$ cat src/rtl/dcp_noc2_arb_if.sv
// Bundle between the DCP NoC2 request sources, dcp_noc2_arb and dcp_noc2buffer.
// The master modport is the environment side and the slave modport is the arbiter side.
interface dcp_noc2_arb_if #(
  parameter int NUM_REQ                = 4,
  parameter int DCP_NOC2_REQTYPE_WIDTH = 3,
  parameter int NOC_DATA_WIDTH         = 64,
  parameter int DCP_MSHRID_WIDTH       = 8,
  parameter int PHY_ADDR_WIDTH         = 40,
  parameter int PACKET_HOME_ID_WIDTH   = 30,
  parameter int MSG_SRC_FBITS_WIDTH    = 4
);
  logic [NUM_REQ-1:0]                        req_val;
  logic [NUM_REQ*DCP_NOC2_REQTYPE_WIDTH-1:0] req_type;
  logic [NUM_REQ*NOC_DATA_WIDTH-1:0]         req_data;
  logic [NUM_REQ*DCP_MSHRID_WIDTH-1:0]       req_mshrid;
  logic [NUM_REQ*PHY_ADDR_WIDTH-1:0]         req_address;
  logic [NUM_REQ*PACKET_HOME_ID_WIDTH-1:0]   req_homeid;
  logic [NUM_REQ*MSG_SRC_FBITS_WIDTH-1:0]    req_fbits;
  logic [NUM_REQ-1:0]                        req_ack;

  logic                              noc2buffer_val;
  logic [DCP_NOC2_REQTYPE_WIDTH-1:0] noc2buffer_type;
  logic [NOC_DATA_WIDTH-1:0]         noc2buffer_data;
  logic [DCP_MSHRID_WIDTH-1:0]       noc2buffer_mshrid;
  logic [PHY_ADDR_WIDTH-1:0]         noc2buffer_address;
  logic [PACKET_HOME_ID_WIDTH-1:0]   noc2buffer_homeid;
  logic [MSG_SRC_FBITS_WIDTH-1:0]    noc2buffer_fbits;
  logic                              noc2buffer_ack;

  modport master (
    output req_val, req_type, req_data, req_mshrid, req_address, req_homeid, req_fbits,
    output noc2buffer_ack,
    input  req_ack,
    input  noc2buffer_val, noc2buffer_type, noc2buffer_data, noc2buffer_mshrid,
    input  noc2buffer_address, noc2buffer_homeid, noc2buffer_fbits
  );

  modport slave (
    input  req_val, req_type, req_data, req_mshrid, req_address, req_homeid, req_fbits,
    input  noc2buffer_ack,
    output req_ack,
    output noc2buffer_val, noc2buffer_type, noc2buffer_data, noc2buffer_mshrid,
    output noc2buffer_address, noc2buffer_homeid, noc2buffer_fbits
  );
endinterface

$ cat src/rtl/dcp_noc2_arb.sv
// Round-robin arbiter sharing the single dcp_noc2buffer among DCP request sources.
// Define DCP_NOC2_ARB_PRIO_EN to give requester 0 bounded strict priority (PRIO_LIMIT grants).
module dcp_noc2_arb #(
  parameter int NUM_REQ                = 4,
  parameter int PRIO_LIMIT             = 4,
  parameter int DCP_NOC2_REQTYPE_WIDTH = 3,
  parameter int NOC_DATA_WIDTH         = 64,
  parameter int DCP_MSHRID_WIDTH       = 8,
  parameter int PHY_ADDR_WIDTH         = 40,
  parameter int PACKET_HOME_ID_WIDTH   = 30,
  parameter int MSG_SRC_FBITS_WIDTH    = 4
) (
  input logic           clk,
  input logic           rst_n,
  dcp_noc2_arb_if.slave bus
);
  localparam int IDX_W = $clog2(NUM_REQ);

  typedef logic [IDX_W-1:0] idx_t;

  typedef struct packed {
    logic [DCP_NOC2_REQTYPE_WIDTH-1:0] rtype;
    logic [NOC_DATA_WIDTH-1:0]         data;
    logic [DCP_MSHRID_WIDTH-1:0]       mshrid;
    logic [PHY_ADDR_WIDTH-1:0]         address;
    logic [PACKET_HOME_ID_WIDTH-1:0]   homeid;
    logic [MSG_SRC_FBITS_WIDTH-1:0]    fbits;
  } noc2_req_t;

  typedef enum logic {
    LOCK_FREE,
    LOCK_HELD
  } lock_state_t;

  if (NUM_REQ < 2 || NUM_REQ > 8) begin : g_bad_num_req
    $error("dcp_noc2_arb: NUM_REQ must be in 2..8");
  end
  if (PRIO_LIMIT < 1 || PRIO_LIMIT > 15) begin : g_bad_prio_limit
    $error("dcp_noc2_arb: PRIO_LIMIT must be in 1..15");
  end

  noc2_req_t   req_arr [NUM_REQ];
  noc2_req_t   win_req;
  lock_state_t lock_state_q, lock_state_d;
  logic        lock_val;
  idx_t        lock_idx, lock_idx_d;
  idx_t        rr_ptr, rr_ptr_d;
  idx_t        win;
  logic        any_val;
  logic        handshake;

  for (genvar i = 0; i < NUM_REQ; i++) begin : g_unpack
    assign req_arr[i] = '{
      rtype:   bus.req_type   [i*DCP_NOC2_REQTYPE_WIDTH +: DCP_NOC2_REQTYPE_WIDTH],
      data:    bus.req_data   [i*NOC_DATA_WIDTH         +: NOC_DATA_WIDTH],
      mshrid:  bus.req_mshrid [i*DCP_MSHRID_WIDTH       +: DCP_MSHRID_WIDTH],
      address: bus.req_address[i*PHY_ADDR_WIDTH         +: PHY_ADDR_WIDTH],
      homeid:  bus.req_homeid [i*PACKET_HOME_ID_WIDTH   +: PACKET_HOME_ID_WIDTH],
      fbits:   bus.req_fbits  [i*MSG_SRC_FBITS_WIDTH    +: MSG_SRC_FBITS_WIDTH]
    };
  end

  // First set bit of val at or after ptr, wrapping; returns 0 when val is empty.
  function automatic idx_t rr_pick(input logic [NUM_REQ-1:0] val, input idx_t ptr);
    idx_t pick;
    idx_t pos;
    logic found;
    int   sum;
    pick  = '0;
    found = 1'b0;
    for (int k = 0; k < NUM_REQ; k++) begin
      sum = int'(ptr) + k;
      if (sum >= NUM_REQ) sum = sum - NUM_REQ;
      pos = idx_t'(sum);
      if (!found && val[pos]) begin
        found = 1'b1;
        pick  = pos;
      end
    end
    return pick;
  endfunction

  assign any_val   = |bus.req_val;
  assign lock_val  = (lock_state_q == LOCK_HELD);
  assign handshake = bus.noc2buffer_val & bus.noc2buffer_ack;

`ifdef DCP_NOC2_ARB_PRIO_EN
  logic [3:0] prio_cnt, prio_cnt_d;
  logic       others_val;
  logic       prio_sat;

  assign others_val = |bus.req_val[NUM_REQ-1:1];
  assign prio_sat   = (prio_cnt == 4'(PRIO_LIMIT));
`endif

  // NOTE: every always_comb output gets a default first, so no path can infer a latch.
  always_comb begin
`ifdef DCP_NOC2_ARB_PRIO_EN
    logic [NUM_REQ-1:0] cand_val;
    cand_val    = bus.req_val;
    cand_val[0] = 1'b0;
    // Requester 0 is skipped in the search; it either wins outright or yields to the others.
    win = rr_pick(cand_val, rr_ptr);
    if (bus.req_val[0] && !(prio_sat && others_val)) win = '0;
`else
    win = rr_pick(bus.req_val, rr_ptr);
`endif
    if (lock_val) win = lock_idx;
  end

  assign win_req = req_arr[win];

  assign bus.noc2buffer_val     = rst_n & any_val;
  assign bus.noc2buffer_type    = win_req.rtype;
  assign bus.noc2buffer_data    = win_req.data;
  assign bus.noc2buffer_mshrid  = win_req.mshrid;
  assign bus.noc2buffer_address = win_req.address;
  assign bus.noc2buffer_homeid  = win_req.homeid;
  assign bus.noc2buffer_fbits   = win_req.fbits;

  always_comb begin
    bus.req_ack = '0;
    if (handshake) bus.req_ack[win] = 1'b1;
  end

  // A stalled grant is pinned so the buffer input cannot change under back-pressure.
  always_comb begin
    lock_state_d = lock_state_q;
    lock_idx_d   = lock_idx;
    case (lock_state_q)
      LOCK_FREE: begin
        if (bus.noc2buffer_val && !bus.noc2buffer_ack) begin
          lock_state_d = LOCK_HELD;
          lock_idx_d   = win;
        end
      end
      LOCK_HELD: begin
        if (handshake) lock_state_d = LOCK_FREE;
      end
      default: lock_state_d = LOCK_FREE;
    endcase
  end

  always_comb begin
    rr_ptr_d = rr_ptr;
    if (handshake) rr_ptr_d = (win == idx_t'(NUM_REQ - 1)) ? '0 : win + idx_t'(1);
  end

  // NOTE: state registers use <= so every flop samples the pre-edge values of the others.
  always_ff @(posedge clk) begin
    if (!rst_n) begin
      lock_state_q <= LOCK_FREE;
      lock_idx     <= '0;
      rr_ptr       <= '0;
    end else begin
      lock_state_q <= lock_state_d;
      lock_idx     <= lock_idx_d;
      rr_ptr       <= rr_ptr_d;
    end
  end

`ifdef DCP_NOC2_ARB_PRIO_EN
  always_comb begin
    prio_cnt_d = prio_cnt;
    if (!others_val) begin
      prio_cnt_d = '0;
    end else if (handshake) begin
      if (win != '0)     prio_cnt_d = '0;
      else if (!prio_sat) prio_cnt_d = prio_cnt + 4'd1;
    end
  end

  always_ff @(posedge clk) begin
    if (!rst_n) prio_cnt <= '0;
    else        prio_cnt <= prio_cnt_d;
  end
`endif

endmodule

$ cat src/flat_wrapper.sv
// flat-port wrapper written by rule: the top's interface ports become plain ports
module dcp_noc2_arb_flat 
#(
  parameter int NUM_REQ                = 4,
  parameter int PRIO_LIMIT             = 4,
  parameter int DCP_NOC2_REQTYPE_WIDTH = 3,
  parameter int NOC_DATA_WIDTH         = 64,
  parameter int DCP_MSHRID_WIDTH       = 8,
  parameter int PHY_ADDR_WIDTH         = 40,
  parameter int PACKET_HOME_ID_WIDTH   = 30,
  parameter int MSG_SRC_FBITS_WIDTH    = 4
)
  (clk, rst_n, bus_req_val, bus_req_type, bus_req_data, bus_req_mshrid, bus_req_address, bus_req_homeid, bus_req_fbits, bus_noc2buffer_ack, bus_req_ack, bus_noc2buffer_val, bus_noc2buffer_type, bus_noc2buffer_data, bus_noc2buffer_mshrid, bus_noc2buffer_address, bus_noc2buffer_homeid, bus_noc2buffer_fbits);
  dcp_noc2_arb_if #(.NUM_REQ(NUM_REQ), .DCP_NOC2_REQTYPE_WIDTH(DCP_NOC2_REQTYPE_WIDTH), .NOC_DATA_WIDTH(NOC_DATA_WIDTH), .DCP_MSHRID_WIDTH(DCP_MSHRID_WIDTH), .PHY_ADDR_WIDTH(PHY_ADDR_WIDTH), .PACKET_HOME_ID_WIDTH(PACKET_HOME_ID_WIDTH), .MSG_SRC_FBITS_WIDTH(MSG_SRC_FBITS_WIDTH)) bus_i ();
  input logic clk;
  input logic rst_n;
  input wire logic [$bits(bus_i.req_val)-1:0] bus_req_val;
  input wire logic [$bits(bus_i.req_type)-1:0] bus_req_type;
  input wire logic [$bits(bus_i.req_data)-1:0] bus_req_data;
  input wire logic [$bits(bus_i.req_mshrid)-1:0] bus_req_mshrid;
  input wire logic [$bits(bus_i.req_address)-1:0] bus_req_address;
  input wire logic [$bits(bus_i.req_homeid)-1:0] bus_req_homeid;
  input wire logic [$bits(bus_i.req_fbits)-1:0] bus_req_fbits;
  input wire logic [$bits(bus_i.noc2buffer_ack)-1:0] bus_noc2buffer_ack;
  output wire logic [$bits(bus_i.req_ack)-1:0] bus_req_ack;
  output wire logic [$bits(bus_i.noc2buffer_val)-1:0] bus_noc2buffer_val;
  output wire logic [$bits(bus_i.noc2buffer_type)-1:0] bus_noc2buffer_type;
  output wire logic [$bits(bus_i.noc2buffer_data)-1:0] bus_noc2buffer_data;
  output wire logic [$bits(bus_i.noc2buffer_mshrid)-1:0] bus_noc2buffer_mshrid;
  output wire logic [$bits(bus_i.noc2buffer_address)-1:0] bus_noc2buffer_address;
  output wire logic [$bits(bus_i.noc2buffer_homeid)-1:0] bus_noc2buffer_homeid;
  output wire logic [$bits(bus_i.noc2buffer_fbits)-1:0] bus_noc2buffer_fbits;
  assign bus_i.req_val = bus_req_val;
  assign bus_i.req_type = bus_req_type;
  assign bus_i.req_data = bus_req_data;
  assign bus_i.req_mshrid = bus_req_mshrid;
  assign bus_i.req_address = bus_req_address;
  assign bus_i.req_homeid = bus_req_homeid;
  assign bus_i.req_fbits = bus_req_fbits;
  assign bus_i.noc2buffer_ack = bus_noc2buffer_ack;
  assign bus_req_ack = bus_i.req_ack;
  assign bus_noc2buffer_val = bus_i.noc2buffer_val;
  assign bus_noc2buffer_type = bus_i.noc2buffer_type;
  assign bus_noc2buffer_data = bus_i.noc2buffer_data;
  assign bus_noc2buffer_mshrid = bus_i.noc2buffer_mshrid;
  assign bus_noc2buffer_address = bus_i.noc2buffer_address;
  assign bus_noc2buffer_homeid = bus_i.noc2buffer_homeid;
  assign bus_noc2buffer_fbits = bus_i.noc2buffer_fbits;
  dcp_noc2_arb #(.NUM_REQ(NUM_REQ), .PRIO_LIMIT(PRIO_LIMIT), .DCP_NOC2_REQTYPE_WIDTH(DCP_NOC2_REQTYPE_WIDTH), .NOC_DATA_WIDTH(NOC_DATA_WIDTH), .DCP_MSHRID_WIDTH(DCP_MSHRID_WIDTH), .PHY_ADDR_WIDTH(PHY_ADDR_WIDTH), .PACKET_HOME_ID_WIDTH(PACKET_HOME_ID_WIDTH), .MSG_SRC_FBITS_WIDTH(MSG_SRC_FBITS_WIDTH)) u_core (.clk(clk), .rst_n(rst_n), .bus(bus_i));
endmodule
$ cat config.mk
export PLATFORM = sky130hd
export DESIGN_NAME = dcp_noc2_arb_flat
export DESIGN_NICKNAME = d
export VERILOG_FILES = /design/src/rtl/dcp_noc2_arb_if.sv /design/src/rtl/dcp_noc2_arb.sv /design/src/flat_wrapper.sv
export SDC_FILE = /design/constraint.sdc
export NUM_CORES = 1
export LEC_CHECK = 0
export ABC_AREA = 1
export CAP_MARGIN = 15
export CORE_AREA = 2 2 294 296
export DETAILED_ROUTE_END_ITERATION = 10
export DIE_AREA = 0 0 296 298
export GPL_ROUTABILITY_DRIVEN = 0
export PLACE_DENSITY_LB_ADDON = 0.08
export RECOVER_POWER = 50
export SYNTH_ARGS = -nofsm -noshare
export SYNTH_HDL_FRONTEND = slang
export SYNTH_SLANG_ARGS = --single-unit
export TNS_END_PERCENT = 10
$ cat constraint.sdc
create_clock -name clk -period 2.7 [get_ports clk]
set_input_delay 0.675 -clock clk [delete_from_list [all_inputs] [get_ports clk]]
set_output_delay 0.675 -clock clk [all_outputs]
set_load 0.01 [all_outputs]
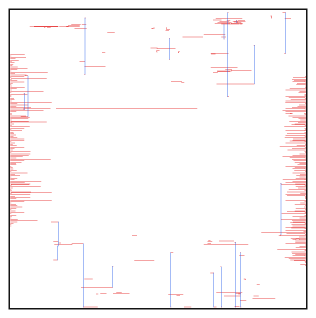
Fig. 1. Wiring by layer (run 1).
Drawn at 1 px/um. Only two layers are drawn.
legend:
  met4:
    color: blue
    wire_length: 738 um
  met3:
    color: red
    wire_length: 4,040 um
vias: 12,275
DRT Wirelength: 68.4 mm

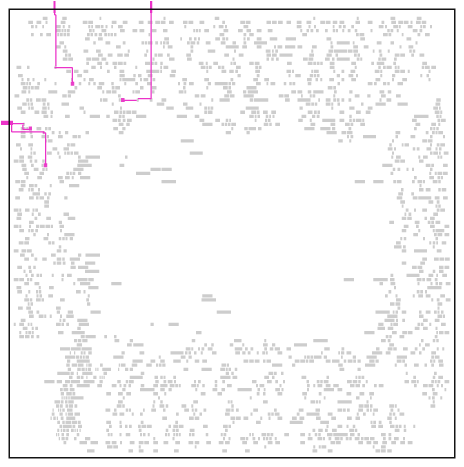
Fig. 2. Nets reached from selected ports (run 1).
Drawn at 1.5 px/um.
legend:
  `bus_noc2buffer_fbits`:
    color: magenta
    direction: output
    end_cells: 4
    buffers: 4
    wire: 206 um
port bufs: 756
# IOs: 757

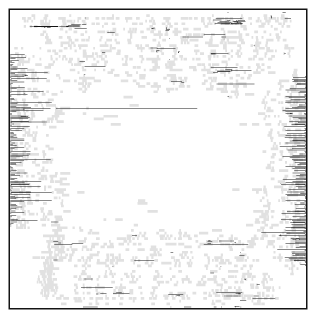
Fig. 3. Met3 routing (run 1).
Drawn at 1 px/um. Cells faint in the background.
longest straight run: 141 um
share of all routed wire: 5.9%
main direction: horizontal
wire length on this layer: 4,040 um
nets with wire on the layer: 352
met3 usage: 0.0205

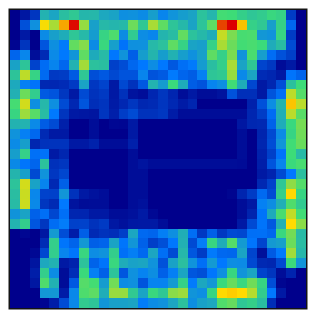
Fig. 4. Wiring heat map (run 1).
Drawn at 1 px/um. The die is cut into 30 by 30 equal tiles; dark blue is low, red is high, scaled to the fullest tile. Values are wire area over tile area, all layers added.
nearly empty tiles: 21%
densest ninth of the die: upper right
tiles over half the peak: 9.7%
fullest tile: 0.54
mean over tiles: 0.12
emptiest ninth of the die: center
Total GRT Usage: 0.134
WL/cell: 23.0 um

==> reports/qor.txt, run 1 <==
Yosys warns: 0
Post-layout instance area: 17,200 sq um
Outcome: complete, but fails checks
R2R Path End: u_core.rr_ptr[1]
Post-synth EDFFs: 0
Residual overflow from global routing: 0
Fraction of area in multi-input gates: 0.303
Share of cells above drive strength 1: 0.268
Max incr delay on CP: 0.23 ns
Post-place setup slack: -1.53 ns
Setup TNS Final: -78.59 ns
Failing checks: setup timing
Most frequent cells after synthesis: nand4_1, nand3_1, buf_2
Clk latency late pin: 0.23 ns
CP Depth: 15
Fraction of registers with async set/reset: 0
Post-synth net total: 1,613
OpenROAD warning count: 28
Post-Syn Area: 5650 sq um
Post-layout period usage: 1.25
Max-slew headroom: 0.635
Met3 wire length: 4.04 mm
Final tally of setup violations: 153
Arr. time, crit path: 2.71 ns
Crit-path max FO: 6
Area fraction in mux cells: 0
Share of the synthesized area in the top cell type: 0.497
Top cell excl fill/tap: clkdlybuf4s50_1
Comb_multi_in: 825
Met2 Wirelength: 36.4 mm
PwrDens: 505 nW/um^2
Rows: 107
Fillers: 9,693
Syn avg cell area: 5.59 sq um
FMAX: 0.296 GHz
Final nets: 2,420
Clock network area share: 0.00459
Placed insts: 2,883
Worst Slack Setup Final: -0.681 ns
Worst-case hold path end point: u_core.lock_idx[0]
Simple Share, Synth: 0.815
Vias per cell: 4.13
Crit path required time: 2.03 ns
Most used cell, CP: nand2_2
Cell variety after synth: 25
Initial antenna violation count: 10
Core area: 84,900 sq um
First-pass GRT wire length: 88.6 mm
Post-CTS Hold Buffers: 0
DP Area: 15,400 sq um
Antenna Cells: 10
Flop share of the area: 0.00613
Crit. End Element: primary output
Compound Share, Synth: 0.0104
Top Layout Cells: clkdlybuf4s50_1, nand4_1, nand3_1, buf_2, buf_4
Synth area leaders: nand4_1, nand3_1, buf_2
# clock sinks: 5
Num CTS Buffers: 3
Final Max Slew Viols: 0
RSZ-0062 raised after global routing: yes
Sequential area share after synthesis: 0.0177
Routing usage on met2: 0.256
Layout area overhead: 204%
Crit path from: bus_req_val[2]
Layout Cells excl Fill: 2,970
DR iter-0 viols: 592
Number of H-tree levels: 1
Largest net degree at the start of global routing: 50
CP top delay family: simple AND/OR/NAND/NOR gates
Crit path launch type: input pin
XORs/XNORs by Area: 0
VDD IR max: 0.000175 V
Adder Area Share: 0
MaxCap Viol Count: 0
Die Y: 298 um
Post-synthesis cell count: 1,010
Leakage: 6.40 nW
Fraction of cell area in non-clock buffers: 0.597
Hold WC Path Type: reg2reg
Initial Utilization: 0.0666
Flops: 5
Die ar.: 88,200 sq um
Final Hold Violation Tally: 0
==> run 1: where the power goes <==
part / switching, mW / leakage [nW] / total (mW) / internal (mW)
combinational: 4.20 / 6.32 / 8.32 / 4.12
sequential: 0.0103 / 0.0423 / 0.0928 / 0.0825
clock: 0.0546 / 0.0382 / 0.251 / 0.196
total: 4.27 / 6.40 / 8.66 / 4.40
==> run 1: worst register-to-register path: cells and delay by family, from the launching register on <==
family	cells	cell delay (ns)
buffers and inverters	7	0.88
DFF	1	0.37
and+or+nand+nor	10	0.84
AOI/OAI and AO/OA	1	0.23
==> run 1: repair_timing <==
| item | CTS | global route |
|---|---|---|
| gates resized | 671 | 234 |
| buffers inserted | 16 | 25 |
| setup endpoints to repair | 156 | 153 |
| gates cloned | 12 | 27 |
| pin swaps | 61 | 137 |
--- run 2 (diff from run 1) ---
==> constraint.sdc (replaced) <==
create_clock -name clk -period 2.7 [get_ports clk]
set_input_delay 0.27 -clock clk [delete_from_list [all_inputs] [get_ports clk]]
set_output_delay 0.27 -clock clk [all_outputs]
set_load 0.01 [all_outputs]
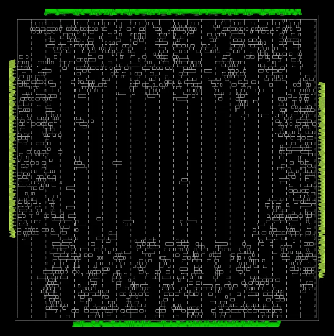
Fig. 5. Placed standard cells (run 2).
Flops: 5
Layout Cells excl Fill: 2,956

==> run 2 against run 1 <==
The run still ends with setup timing left. Highest routed layer unchanged. Global-route usage grew 0.077 points. Non-clock buffer count shrank 15. Worst setup slack gained 0.45 ns. First-iteration DRC count grew 21%. Routed wire length shrank 3.5%. Sequential power shrank 3.3%. Clock skew grew 0.0015 ns. Final cell count shrank 0.47%. Register-to-register slack gained 0.11 ns. Via count shrank 2.2%.
==> reports/qor.txt, run 2 <==
Routing usage on met2: 0.257
P_int: 4.00 mW
Post-layout period usage: 1.08
Worst Slack Setup Final: -0.228 ns
Final tally of setup violations: 59
First-pass GRT wire length: 87.9 mm
Most frequent cells after synthesis: nand4_1, nand3_1, buf_2
Initial antenna violation count: 12
Post-CTS Hold Buffers: 0
Initial Utilization: 0.0666
VDD IR max: 0.000157 V
Crit path from: u_core.rr_ptr[0]
Fraction of registers with async set/reset: 0
Residual overflow from global routing: 0
Vias: 12,007
Sw Share: 0.498
WL/cell: 22.3 um
RSZ-0062 raised after global routing: yes
Post-layout instance area: 16,200 sq um
XORs/XNORs by Area: 0
Share of the synthesized area in the top cell type: 0.497
Largest net degree at the start of global routing: 58
Crit. End Element: primary output
Top cell excl fill/tap: clkdlybuf4s50_1
Final nets: 2,404
OpenROAD warning count: 28
Setup TNS Final: -4.36 ns
Number of H-tree levels: 1
Sequential area share after synthesis: 0.0177
Hold WC Path Type: reg2reg
Outcome: complete, but fails checks
Arr. time, crit path: 2.66 ns
Simple Share, Synth: 0.815
Clk latency late pin: 0.23 ns
Crit-path max FO: 10
Sequential power: 0.0897 mW
CP top delay family: simple AND/OR/NAND/NOR gates
P_sw: 3.98 mW
Failing checks: setup timing
Logic power comb: 7.64 mW
PwrDens: 493 nW/um^2
DP Area: 15,300 sq um
Rows: 107
Met2 Wirelength: 35.5 mm
# clock sinks: 5
Comb pwr share: 0.958
Post-synthesis cell count: 1,010
Share of cells above drive strength 1: 0.212
Synth area leaders: nand4_1, nand3_1, buf_2
Total GRT Usage: 0.135
Crit path launch type: register
DR iter-0 viols: 714
Clk. pwr: 0.247 mW
==> run 2: area by class of cell <==
class / instances / area [sq um]
fillers: 9708 / 68700
repair buffers: 954 / 9660
multi-input cells: 824 / 4810
well taps: 1144 / 1430
flip-flops and latches: 5 / 108
clock buffers: 4 / 78.8
inverters: 13 / 51.3
diodes: 12 / 30.0
==> run 2: path summary, 6_finish.rpt <==
path,cells past startpoint,end,slack (ns)
setup reg to reg,14,u_core.rr_ptr[1],0.37
hold / removal,2,u_core.lock_idx[0],0.55
hold reg to reg,2,u_core.lock_idx[0],0.55
setup / recovery,16,bus_noc2buffer_address[13],-0.23
==> run 2: repair_timing <==
action,4_1_cts,5_1_grt
gates cloned,13,8
endpoints found under the setup margin,153,153
resized,277,369
pin swaps,16,31
setup buffers,21,27
--- run 3 (diff from run 2) ---
--- a/config.mk
+++ b/config.mk
@@ -6,7 +6,7 @@
 export NUM_CORES = 1
 export LEC_CHECK = 0
 export ABC_AREA = 1
-export CAP_MARGIN = 15
+export CAP_MARGIN = 20
 export CORE_AREA = 2 2 294 296
 export DETAILED_ROUTE_END_ITERATION = 10
 export DIE_AREA = 0 0 296 298
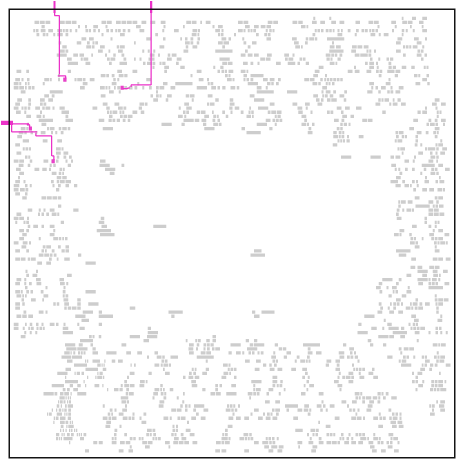
Fig. 6. Nets reached from selected ports (run 3).
Drawn at 1.5 px/um.
legend:
  `bus_noc2buffer_fbits`:
    color: magenta
    direction: output
    end_cells: 4
    buffers: 4
    wire: 193 um

==> run 3 against run 2 <==
Largest power group unchanged. Highest routed layer unchanged. Clock power about the same. Non-clock buffer count unchanged. The run still ends with setup timing left. Sequential cell count unchanged. Core utilization unchanged.
==> reports/qor.txt, run 3 <==
Outcome: complete, but fails checks
Failing checks: setup timing
Post-CTS setup buffers: 21
Sequential power share: 0.011
Yosys warns: 0
Share of cells above drive strength 1: 0.212
# clock sinks: 5
Clk pwr share: 0.031
Pwr top: combinational logic
R2R Path End: u_core.rr_ptr[1]
PwrDens: 493 nW/um^2
Arr. time, crit path: 2.66 ns
RSZ-0062 raised after global routing: yes
Crit path from: u_core.rr_ptr[0]
Setup TNS Final: -4.36 ns
Largest net degree at the start of global routing: 58
Syn avg cell area: 5.59 sq um
WL/cell: 22.3 um
Sequential power: 0.0897 mW
Clk latency late pin: 0.23 ns
Met3 usage: 0.0220
WHS Path Cells: 2
Critical path capture point: bus_noc2buffer_address[13]
Leakage: 6.10 nW
Met2 Wirelength: 35.5 mm
Total GRT Usage: 0.135
Sequential area share after synthesis: 0.0177
Crit path launch type: register
Comb pwr share: 0.958
Simple Share, Synth: 0.815
Compound Share, Synth: 0.0104
Top Layout Cells: clkdlybuf4s50_1, nand4_1, nand3_1, buf_4, buf_2
Worst Slack Setup Final: -0.228 ns
Number of H-tree levels: 1
Post-synthesis cell count: 1,010
Post-synth EDFFs: 0
Fraction of registers with async set/reset: 0
Crit-path max FO: 10
Post-Syn Area: 5650 sq um
Final Hold Violation Tally: 0
Crit. End Element: primary output
Initial antenna violation count: 12
Worst-case hold path end point: u_core.lock_idx[0]
P_int: 4.00 mW
Post-CTS Hold Buffers: 0
Post-layout instance area: 16,200 sq um
Met3 wire length: 3.74 mm
Crit path required time: 2.43 ns
Post-place setup slack: -0.762 ns
Sw Share: 0.498
DR iter-0 viols: 714
Core area: 84,900 sq um
Share of the synthesized area in the top cell type: 0.497
Placed insts: 2,873
Hold WC Path Type: reg2reg
Top cell excl fill/tap: clkdlybuf4s50_1
OpenROAD warning count: 28
Final nets: 2,404
Clk. pwr: 0.247 mW
Final tally of setup violations: 59
Post-CTS Resized: 277
DP Area: 15,300 sq um
run 3: cell counts in the layout (fill, tap and decap cells not counted):
No cell type changed its count.
run 3: critical path, cell delays in order (launching register included):
cell           delay [ns]
dfxtp_4              0.35
buf_12               0.14
nand2_2              0.05
nand2_1              0.09
nand2_2              0.09
nand2_2              0.08
nor2_4               0.10
nand3_2              0.09
nand2_4              0.09
nor2_4               0.05
nor2_4               0.11
buf_12               0.13
buf_12               0.14
bufbuf_16            0.27
nand4_1              0.17
nand4_1              0.17
dlygate4sd2_1        0.28
run 3: area by class of cell:
class | instances | area [sq um]
Antenna cell | 12 | 30.0
Timing Repair Buffer | 954 | 9660
Clock buffer | 4 | 78.8
Sequential cell | 5 | 108
Inverter | 13 | 51.3
Multi-Input combinational cell | 824 | 4810
Fill cell | 9708 | 68700
Tap cell | 1144 | 1430
No activity file was given, so power comes from the tool's default toggle rates.
